**Cell area per tile**

24 x 24 tiles, from white (low) to dark blue (high), 0 to 100% covered.
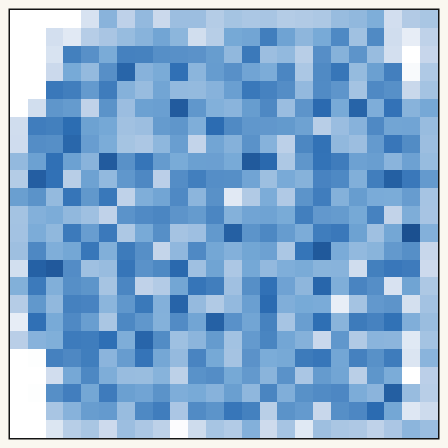
**Close-up of the layout**

Region (170, 170) to (190, 190) um. Cells in grey, sequential cells in the stronger grey; small squares are vias.
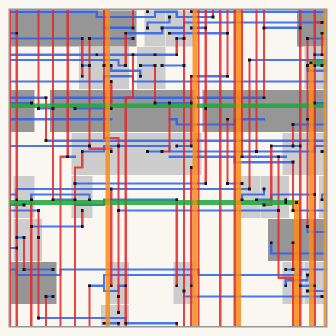
**Sizing map**

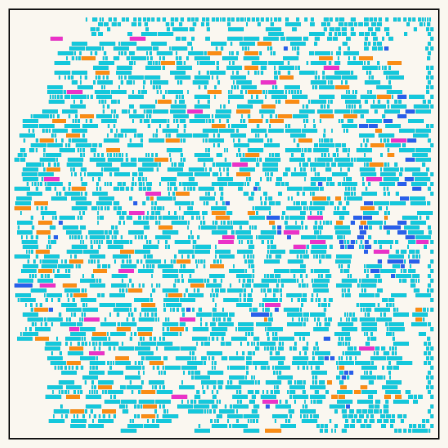
File: config.mk
export PLATFORM = sky130hd
export DESIGN_NAME = rfphoenix_icmiss
export DESIGN_NICKNAME = d
export VERILOG_FILES = /design/src/rtl/rfphoenix_icmiss.sv
export SDC_FILE = /design/constraint.sdc
export NUM_CORES = 1
export LEC_CHECK = 0
export CAP_MARGIN = 10
export CORE_MARGIN = 2
export CORE_UTILIZATION = 50
export CTS_CLUSTER_DIAMETER = 120
export CTS_CLUSTER_SIZE = 28
export DETAILED_ROUTE_END_ITERATION = 6
export DONT_BUFFER_PORTS = 1
export HOLD_SLACK_MARGIN = 0.12
export MAX_ROUTING_LAYER = met4
export PLACE_DENSITY_LB_ADDON = 0.05
export SLEW_MARGIN = 20
export SYNTH_ARGS = -nofsm -noshare
export SYNTH_HDL_FRONTEND = slang
export SYNTH_SLANG_ARGS = --single-unit
File: constraint.sdc
create_clock -name clk -period 7.31 [get_ports clk]
set_input_delay 1.462 -clock clk [delete_from_list [all_inputs] [get_ports clk]]
set_output_delay 1.462 -clock clk [all_outputs]
set_load 0.005 [all_outputs]
File: src/rtl/rfphoenix_icmiss.sv
// rfPhoenix I-cache lookup and line-refill controller (4-way, per-line valid flops).
// Define RFPHOENIX_ICMISS_LFSR_EN for LFSR victim selection; otherwise round-robin.
module rfphoenix_icmiss #(
    parameter int LINES = 128,
    parameter int WAYS  = 4,
    parameter int AWID  = 32,
    parameter int BEATS = 4
) (
    input  logic            clk,
    input  logic            rst,
    input  logic            ip_v,
    input  logic [AWID-1:0] ip,
    input  logic [AWID-7:0] tag [0:WAYS-1],
    input  logic            invall,
    output logic            hit,
    output logic [1:0]      hit_way,
    output logic            busy,
    output logic            mreq,
    output logic [AWID-1:0] madr,
    input  logic            mack,
    input  logic            mdat_v,
    input  logic [127:0]    mdat,
    output logic            dwr,
    output logic [1:0]      dway,
    output logic [AWID-1:0] dadr,
    output logic [127:0]    ddat,
    output logic            tag_wr,
    output logic [AWID-1:0] tag_ipo,
    output logic [1:0]      tag_way
);

    localparam int SETW = $clog2(LINES);
    localparam int BW   = (BEATS > 1) ? $clog2(BEATS) : 1;
    localparam logic [BW-1:0] LAST_BEAT = BW'(BEATS - 1);

    typedef enum logic [1:0] {IDLE, REQ, FILL, TAGW} state_t;

    state_t            state, state_n;
    logic              rip_v;
    logic [AWID-7:0]   rip_line;
    logic [LINES-1:0]  valid [WAYS];
    logic [1:0]        victim;
    logic [BW-1:0]     beat;
    logic              inv_pend;
`ifdef RFPHOENIX_ICMISS_LFSR_EN
    logic [7:0]        lfsr;
`else
    logic [1:0]        rr;
`endif

    logic [SETW-1:0]   set_rip;
    logic [SETW-1:0]   set_fill;
    logic [WAYS-1:0]   match;
    logic              any_match;
    logic              lookup_miss;
    logic [1:0]        match_way;
    logic              any_inv;
    logic [1:0]        inv_way;
    logic [1:0]        policy_way;
    logic [1:0]        victim_sel;
    logic              unused_ip;

    assign set_rip  = rip_line[SETW-1:0];
    assign set_fill = madr[6+SETW-1:6];

    // Lowest matching way and lowest invalid way of the looked-up set.
    always_comb begin
        match     = '0;
        match_way = '0;
        any_inv   = 1'b0;
        inv_way   = '0;
        for (int unsigned i = 0; i < WAYS; i++) begin
            match[i] = (tag[i] == rip_line) && valid[i][set_rip];
        end
        for (int unsigned i = WAYS; i > 0; i--) begin
            if (match[i-1]) match_way = 2'(i - 1);
            if (!valid[i-1][set_rip]) begin
                any_inv = 1'b1;
                inv_way = 2'(i - 1);
            end
        end
    end

`ifdef RFPHOENIX_ICMISS_LFSR_EN
    assign policy_way = lfsr[1:0];
`else
    assign policy_way = rr;
`endif

    always_comb begin
        unused_ip   = ^ip[5:0];
        any_match   = |match;
        lookup_miss = rip_v && !any_match && (state == IDLE);
        victim_sel  = any_inv ? inv_way : policy_way;
    end

    always_comb begin
        state_n = state;
        hit     = 1'b0;
        hit_way = '0;
        busy    = lookup_miss || (state != IDLE);
        mreq    = 1'b0;
        dwr     = 1'b0;
        dway    = '0;
        dadr    = '0;
        ddat    = '0;
        tag_wr  = 1'b0;
        tag_ipo = '0;
        tag_way = '0;
        case (state)
            IDLE: begin
                if (rip_v && any_match) begin
                    hit     = 1'b1;
                    hit_way = match_way;
                end
                if (lookup_miss) state_n = REQ;
            end
            REQ: begin
                mreq = 1'b1;
                if (mack) state_n = FILL;
            end
            FILL: begin
                if (mdat_v) begin
                    dwr  = 1'b1;
                    dway = victim;
                    dadr = madr + AWID'({beat, 4'b0000});
                    ddat = mdat;
                    if (beat == LAST_BEAT) state_n = TAGW;
                end
            end
            TAGW: begin
                tag_wr  = 1'b1;
                tag_ipo = madr;
                tag_way = victim;
                state_n = IDLE;
            end
            default: state_n = IDLE;
        endcase
    end

    always_ff @(posedge clk or negedge rst) begin
        if (!rst) begin
            state    <= IDLE;
            rip_v    <= 1'b0;
            rip_line <= '0;
            madr     <= '0;
            victim   <= '0;
            beat     <= '0;
            inv_pend <= 1'b0;
            for (int unsigned w = 0; w < WAYS; w++) valid[w] <= '0;
`ifdef RFPHOENIX_ICMISS_LFSR_EN
            lfsr     <= 8'hA5;
`else
            rr       <= '0;
`endif
        end else begin
            state    <= state_n;
            rip_v    <= ip_v;
            rip_line <= ip[AWID-1:6];
`ifdef RFPHOENIX_ICMISS_LFSR_EN
            lfsr     <= {lfsr[6:0], lfsr[7] ^ lfsr[5] ^ lfsr[4] ^ lfsr[3]};
`endif
            if (lookup_miss) begin
                madr   <= {rip_line, 6'b000000};
                victim <= victim_sel;
            end
            if (dwr) beat <= (beat == LAST_BEAT) ? '0 : beat + BW'(1);
            if (state == TAGW) begin
                if (!inv_pend) valid[victim][set_fill] <= 1'b1;
                inv_pend <= 1'b0;
`ifndef RFPHOENIX_ICMISS_LFSR_EN
                rr <= rr + 2'd1;
`endif
            end
            // Placed last so a same-cycle invalidate overrides the TAGW valid set.
            if (invall) begin
                for (int unsigned w = 0; w < WAYS; w++) valid[w] <= '0;
                if (state == REQ || state == FILL) inv_pend <= 1'b1;
            end
        end
    end

endmodule

==> notes.md <==
Results of the run.

The flow ran to the end, but the final reports show violations. The final reports fail on slew limit. Hold analysis lists the worst path endpoint as valid[117]. Per report_power, the top consumer among the power groups is registers. The number of global-route vias before repair is 20500. The die area is 57900 sq um.

Of all the cell area in the finished design, the clock network holds 0.0227. The sum of net half-perimeters after detailed placement is 68000 um. Summing all multi-input logic gate instances after layout gives 12500 sq um. The count of antenna-violating nets left after detailed routing is 0. The flop count is 574.

The largest area contributor in the synthesized netlist is dfrtp_1. The detailed router put a total of 41000 um of wire on met1. For this design the total switching power over the nets is 2.60 mW.

The timing report notes that buffer and inverter cells on the critical path total 1. TritonCTS created 24 clock buffers. STA classifies the critical path startpoint as a flip-flop. The share of cell area taken by flip-flops and latches is 0.498. The number of nets in the final layout is 2921. Setup repair after global routing left no endpoint under its margin.

The cell depth of the worst flop-to-flop path is 9. The instance count after placement with tap cells included is 3366. The peak-usage layer in the global routing report is met2. The first global-routing pass estimated 145000 um of wire.

The final RePlAce weighted congestion is 0.996. After clock tree synthesis, the flow added hold-fix buffers numbering 0. Per the layout area report, the register area comes to 14400 sq um. The routed length per instance is 29.6 um. The count of state elements after synthesis is 574. In this run the critical register-to-register path is launched from rip_line[2]. The OpenROAD warning count is 49. The TritonCTS clock tree is built. In this run, synthesis inferred 0 flip-flops with an integrated enable. Leaving out the clock tree, the finished layout contains a buffer count of 36. Per the log, the first TritonRoute iteration ended with a DRC count of 2937. The routed length on met3 is 12100 um. The origin of the worst min-delay path is valid[117]. The overall power consumption is 7.04 mW. The power density over the cells is 244 nW/um^2.

The data arrival time of the worst path is 4.80 ns. The pin count of the biggest net entering global routing is 575. Per the final report, the share of cell area in non-clock buffers is 0.0111. The share of synthesized area in the top cell type comes to 0.513. The overall global routing resource usage is 0.360. The quantity of gates resized following cts is 0. The worst hold slack is 0.497 ns. The vertical die dimension is 241 um.

For reference, the final report shows the hold violation count at 0. The cell family contributing the most delay on the critical path is flip-flops. The maximum fanout along the worst path is 48.

The worst clock skew on the final layout is 0.0247 ns. Derived from the worst setup path, the maximum achievable clock frequency is 0.160 GHz. The initial utilization of the core area, before any placement, comes to 0.507. Dividing the final minimum period by the clock period gives 0.856. From synthesis to final layout, the design area changed by 3.16%. The final count of pins violating max slew is 528.
About 'cell area per tile':
The mean over all tiles is 48%. 4.3% of the tiles are over 75% full. 4.5% of the tiles are nearly empty. The emptiest ninth of the die: upper left.

About 'close-up of the layout':
metal 4: shown in orange. metal 1: shown in blue. metal 3: shown in green. metal 2: shown in red.
Sequential cells in the window: 3. Most frequent: nor2_1 (9), a21oi_1 (7), dfrtp_1 (3). 20 logic cells have their middle in the window. Netlist names of flops here include valid (3).

About 'sizing map':
_0 and _1 cells: shown in cyan, cells 2456. _3 and _4 cells: shown in blue, cells 62. _6 and larger: shown in magenta, cells 30. _2 cells: shown in orange, cells 101.

Power and IR drop assume default switching activity.
